--- src/rtl/led_pkg.sv ---
// Shared constants for the cylon display chain, so that the pattern generator
// and the LED stage agree on channel count, PWM width and decay step.
//   NLED    : number of LED channels
//   PWMBITS : width of the PWM counter and of each per-LED level
//   DSTEP   : amount a fading level loses on each decay tick
package led_pkg;

  localparam int NLED    = 12;
  localparam int PWMBITS = 8;
  localparam int DSTEP   = 16;

  // A 4-bit brightness nibble is repeated into both halves of the level, so
  // that 0x0 maps to 0x00 and 0xF maps to full scale 0xFF.
  function automatic logic [7:0] expand_bright(input logic [3:0] b);
    return {b, b};
  endfunction

endpackage

--- src/rtl/led_fade_cell.sv ---
// One LED channel: holds the brightness level, applies the light / clamp /
// decay priority update, and registers the PWM comparison onto the LED pin.
//   clock, reset : rising-edge clock, asynchronous active-high reset
//   en           : display enable, 0 clears the level and the LED
//   pat_bit      : this channel's pattern bit, 1 = full brightness
//   max_lvl      : current full-scale level
//   dtick        : one-cycle decay tick shared by all channels
//   pwm_cnt      : shared free-running PWM phase
//   led          : registered LED drive, 1 = on
module led_fade_cell #(
  parameter int PWMBITS = led_pkg::PWMBITS,
  parameter int DSTEP   = led_pkg::DSTEP
) (
  input  logic               clock,
  input  logic               reset,
  input  logic               en,
  input  logic               pat_bit,
  input  logic [PWMBITS-1:0] max_lvl,
  input  logic               dtick,
  input  logic [PWMBITS-1:0] pwm_cnt,
  output logic               led
);

  localparam logic [PWMBITS-1:0] STEP = PWMBITS'(DSTEP);

  logic [PWMBITS-1:0] level_q, level_d;
  logic               led_q, led_d;

  always_comb begin
    level_d = level_q;
    if (!en) begin
      level_d = '0;
    end else if (pat_bit) begin
      level_d = max_lvl;
    end else if (level_q > max_lvl) begin
      // Lowering the brightness pulls a fading channel down at once.
      level_d = max_lvl;
    end else if (dtick) begin
      // Saturate at zero rather than wrapping back to a bright level.
      level_d = (level_q >= STEP) ? (level_q - STEP) : '0;
    end
  end

  // Level L is on for pwm_cnt = 0..L-1, i.e. exactly L cycles per period.
  always_comb begin
    led_d = en && (pwm_cnt < level_q);
  end

  always_ff @(posedge clock or posedge reset) begin
    if (reset) begin
      level_q <= '0;
      led_q   <= 1'b0;
    end else begin
      level_q <= level_d;
      led_q   <= led_d;
    end
  end

  assign led = led_q;

endmodule

--- src/rtl/led_afterglow_pwm.sv ---
// LED stage behind the cylon pattern generator. Each lit pattern bit drives
// its LED at the programmed brightness; when the bit drops the LED fades out
// linearly, leaving a trailing afterglow behind the sweeping eye.
//   clock, reset : rising-edge clock, asynchronous active-high reset
//   en           : display enable, 0 blanks and clears every channel
//   pat          : pattern bits, 1 = LED at full brightness
//   bright       : global brightness nibble, full scale = {bright,bright}
//   decay_rate   : decay prescaler advances by decay_rate+1 per clock
//   led          : registered PWM LED drive, 1 = on
//   pwm_wrap     : one-cycle pulse on the cycle after pwm_cnt was all-ones
module led_afterglow_pwm #(
  parameter int NLED    = led_pkg::NLED,
  parameter int PWMBITS = led_pkg::PWMBITS,
  parameter int MXDPRE  = 16,
  parameter int DSTEP   = led_pkg::DSTEP
) (
  input  logic            clock,
  input  logic            reset,
  input  logic            en,
  input  logic [NLED-1:0] pat,
  input  logic [3:0]      bright,
  input  logic [1:0]      decay_rate,
  output logic [NLED-1:0] led,
  output logic            pwm_wrap
);

  import led_pkg::*;

  logic [PWMBITS-1:0] pwm_cnt_q, pwm_cnt_d;
  logic [MXDPRE-1:0]  dpre_q, dpre_d;
  logic               pwm_wrap_q, pwm_wrap_d;
  logic               dtick;
  logic [PWMBITS-1:0] max_lvl;

  assign max_lvl = PWMBITS'(expand_bright(bright));
  assign dtick   = (dpre_q == '1);

  // Both phases are held at zero while disabled so re-enable starts clean.
  always_comb begin
    pwm_cnt_d  = en ? (pwm_cnt_q + 1'b1) : '0;
    dpre_d     = en ? (dpre_q + MXDPRE'(decay_rate) + MXDPRE'(1)) : '0;
    pwm_wrap_d = en && (pwm_cnt_q == '1);
  end

  always_ff @(posedge clock or posedge reset) begin
    if (reset) begin
      pwm_cnt_q  <= '0;
      dpre_q     <= '0;
      pwm_wrap_q <= 1'b0;
    end else begin
      pwm_cnt_q  <= pwm_cnt_d;
      dpre_q     <= dpre_d;
      pwm_wrap_q <= pwm_wrap_d;
    end
  end

  assign pwm_wrap = pwm_wrap_q;

  for (genvar i = 0; i < NLED; i++) begin : g_cell
    led_fade_cell #(
      .PWMBITS(PWMBITS),
      .DSTEP  (DSTEP)
    ) u_cell (
      .clock  (clock),
      .reset  (reset),
      .en     (en),
      .pat_bit(pat[i]),
      .max_lvl(max_lvl),
      .dtick  (dtick),
      .pwm_cnt(pwm_cnt_q),
      .led    (led[i])
    );
  end

endmodule

--- config.mk ---
export PLATFORM = sky130hd
export DESIGN_NAME = led_afterglow_pwm
export DESIGN_NICKNAME = d
export VERILOG_FILES = /design/src/rtl/led_pkg.sv /design/src/rtl/led_fade_cell.sv /design/src/rtl/led_afterglow_pwm.sv
export SDC_FILE = /design/constraint.sdc
export NUM_CORES = 1
export LEC_CHECK = 0
export CORE_MARGIN = 10
export CORE_UTILIZATION = 50
export CTS_BUF_LIST = sky130_fd_sc_hd__clkbuf_8 sky130_fd_sc_hd__clkbuf_16
export DETAILED_ROUTE_END_ITERATION = 6
export GPL_ROUTABILITY_DRIVEN = 0
export MAX_ROUTING_LAYER = met4
export PLACE_DENSITY = 0.67
export SLEW_MARGIN = 20
export SYNTH_ARGS = -nofsm -noshare
export SYNTH_HDL_FRONTEND = slang
export SYNTH_SLANG_ARGS = --single-unit
export TNS_END_PERCENT = 100
--- constraint.sdc ---
create_clock -name clock -period 6.34 [get_ports clock]
set_input_delay 1.585 -clock clock [delete_from_list [all_inputs] [get_ports clock]]
set_output_delay 1.585 -clock clock [all_outputs]
set_load 0.01 [all_outputs]
==> results.yml <==
# flow metrics
floorplanning:
  row_count: 54
  core_region_area_mm2: 0.02182
cells_and_area:
  finish.cell_count_without_fillers: 1582
  final_nets: 1520
cts:
  post_cts_resized: 0
  cts.path.max_buffers: 2
  cts_hold_buffers: 0
critical_path:
  critPathTopFamily: "buffers and inverters"
  slowest_cell_delay_on_critical_path_ns: 0.78
  worst_r2r_endpoint: "g_cell[7].u_cell.level_q[7]"
  critPathLaunch: "bright[3]"
  worstPathCellList: "clkdlybuf4s50_1, buf_4, inv_1, buf_4, ha_1, a21oi_1, a21oi_1, o22ai_1, and3_1, o21a_1"
synth:
  synth-seq-area-share_pct: 30.03
  synthFlopType: "dfrtp_1"
  synth.ff_latch_count: 133
  post_synth.cell_area_avg_um2: 8.653
  synth-area-yosys_mm2: 0.01108
global_route:
  grt-ovfl-total: 0
job:
  maxCapViolations: 0
  tool_warnings: 38
run_status:
  run_status: "finished, final reports clean"
detailed_routing:
  drt_pass1_iterations: 5
power:
  pwr_density_cell_mw_per_mm2: 215.3
final_timing:
  setup_repair_after_global_routing_missed_its_margin: "false"
place:
  numPlacedInstances: 1552
  detailedPlacementHpwl_um: 18670
==> stage by stage <==
stage          cell area [um2]  util, %
6_report                 12250    56.14
5_1_grt                  12250    56.14
4_1_cts                  12240    56.09
3_5_place_dp             11690    53.58
3_3_place_gp             11680    53.53
2_1_floorplan            11080        -
==> state kept, by name, indices dropped and copies added, names as in the netlist <==
name,count
g_cell.u_cell.led,12
pwm_cnt_q,8
dpre_q,16
pwm_wrap,1
g_cell.u_cell.level_q,96
==> power by group <==
part	switching, W	internal (W)	total [W]	leakage (nW)
clock network	0.000407	0.000544	0.000952	0.256
registers	0.0000882	0.000922	0.00101	1.74
logic	0.000379	0.000297	0.000676	3.77
total	0.000874	0.00176	0.00264	5.77
==> layout make-up <==
type,instances,area (um2),area share [%]
inverter,108,410.4,3.350
clock inverter,12,108.9,0.8885
tap,280,350.3,2.859
sequential,133,3328,27.16
multi-input combinational,980,7114,58.07
timing repair buffer,51,500.5,4.085
clock buffer,18,439.2,3.585
==> tightest hold or removal path: cells and delay by family, from the launching register on <==
kind	cells	cell delay [ns]
flops	1	0.37
simple gates	1	0.10
xor+xnor	1	0.08
==> placed cells by master (no fill, tap or decap), types with 5 or more instances in the layout <==
cell             netlist  layout
ha_1                 207     207
dfrtp_1              133     133
a21oi_1              122     122
inv_1                108     107
o21ai_0              105     105
nor2_1                78      78
nand2_1               52      52
o21a_1                52      52
and3_1                48      48
nor3_1                35      35
clkdlybuf4s50_1        0      32
nor2b_1               30      30
nand4_1               26      26
nand2b_1              25      25
a21o_1                24      24
a31oi_1               20      20
and2_1                19      19
clkbuf_16              0      17
nand3_1               16      16
buf_4                 12      16
a211oi_1              13      13
xnor2_1               12      12
a2111oi_0             12      12
o211ai_1              11      11
or3_1                 10      10
mux2i_1                8       8
nor4_1                 9       8
xor2_1                 6       6
o21ai_1                5       5
or4_1                  6       5
clkinvlp_4             0       5
==> kinds of logic after synthesis <==
family	share of synthesized area, %
compound gates	20.41
simple gates	17.37
fa+ha+maj	23.55
buf+inv	6.197
flops	30.03
xor+xnor	1.422
mux	1.027
==> synth_stat cells (5+ instances only) <==
cell,count,area [um2]
buf_4,12,90.09
inv_1,108,405.4
dfrtp_1,133,3328
or4_1,6,45.04
o21a_1,52,390.4
a21oi_1,122,610.6
a31oi_1,20,125.1
o21ai_0,105,525.5
nor3_1,35,175.2
a2111oi_0,12,105.1
nand4_1,26,162.7
nor2b_1,30,187.7
ha_1,207,2590
or3_1,10,62.56
and2_1,19,118.9
nand2b_1,25,156.4
a211oi_1,13,97.59
o211ai_1,11,82.58
nor4_1,9,56.30
clkbuf_1,44,165.2
nor2_1,78,292.8
o21ai_1,5,25.02
xnor2_1,12,105.1
nand3_1,16,80.08
and3_1,48,300.3
xor2_1,6,52.55
mux2i_1,8,80.08
a21o_1,24,180.2
nand2_1,52,195.2
==> metal layers <==
metal | vias to the layer above | routed length [um] | part of all wire (%)
met4 | 0 | 631 | 2.2
li1 | 4628 | - | -
met2 | 212 | 14130 | 48
met5 | - | 0 | 0
met1 | 4548 | 13130 | 45
met3 | 51 | 1452 | 4.9
layer_met1.png
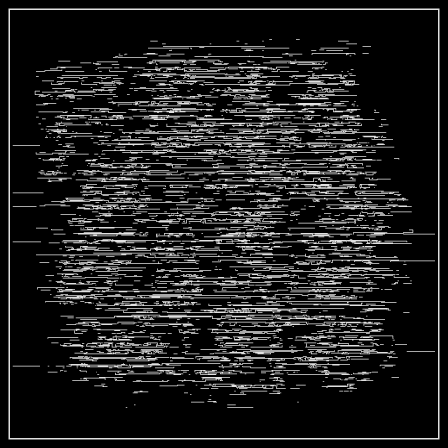
share of all routed wire: 45%
wire length on this layer: 13100 um
longest straight run: 42.8 um
routed wire length: 29340 um
met1 Use GR: 26.36%

layer_met2.png
The bar under the picture is 50 um long.
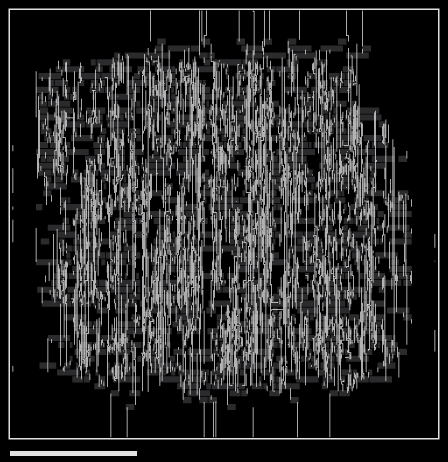
longest straight run: 80.6 um
wire length on this layer: 14100 um

layer_met3.png
The bar under the picture is 50 um long.
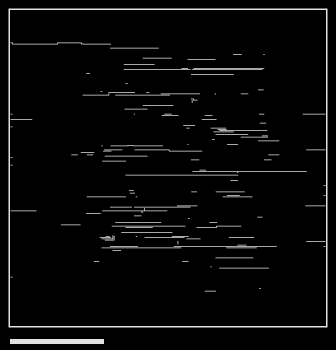
wire length on this layer: 1450 um
nets with wire on the layer: 67
share of all routed wire: 5.0%
met3 usage: 3.543%
routed vias: 9439

layer_met4.png
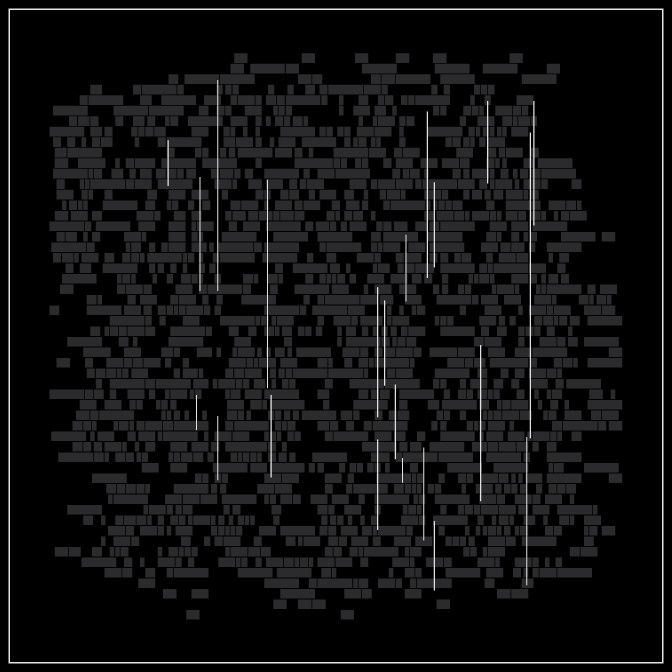
share of all routed wire: 2.2%
longest straight run: 78.9 um

Power is estimated from default activity; no workload was simulated.
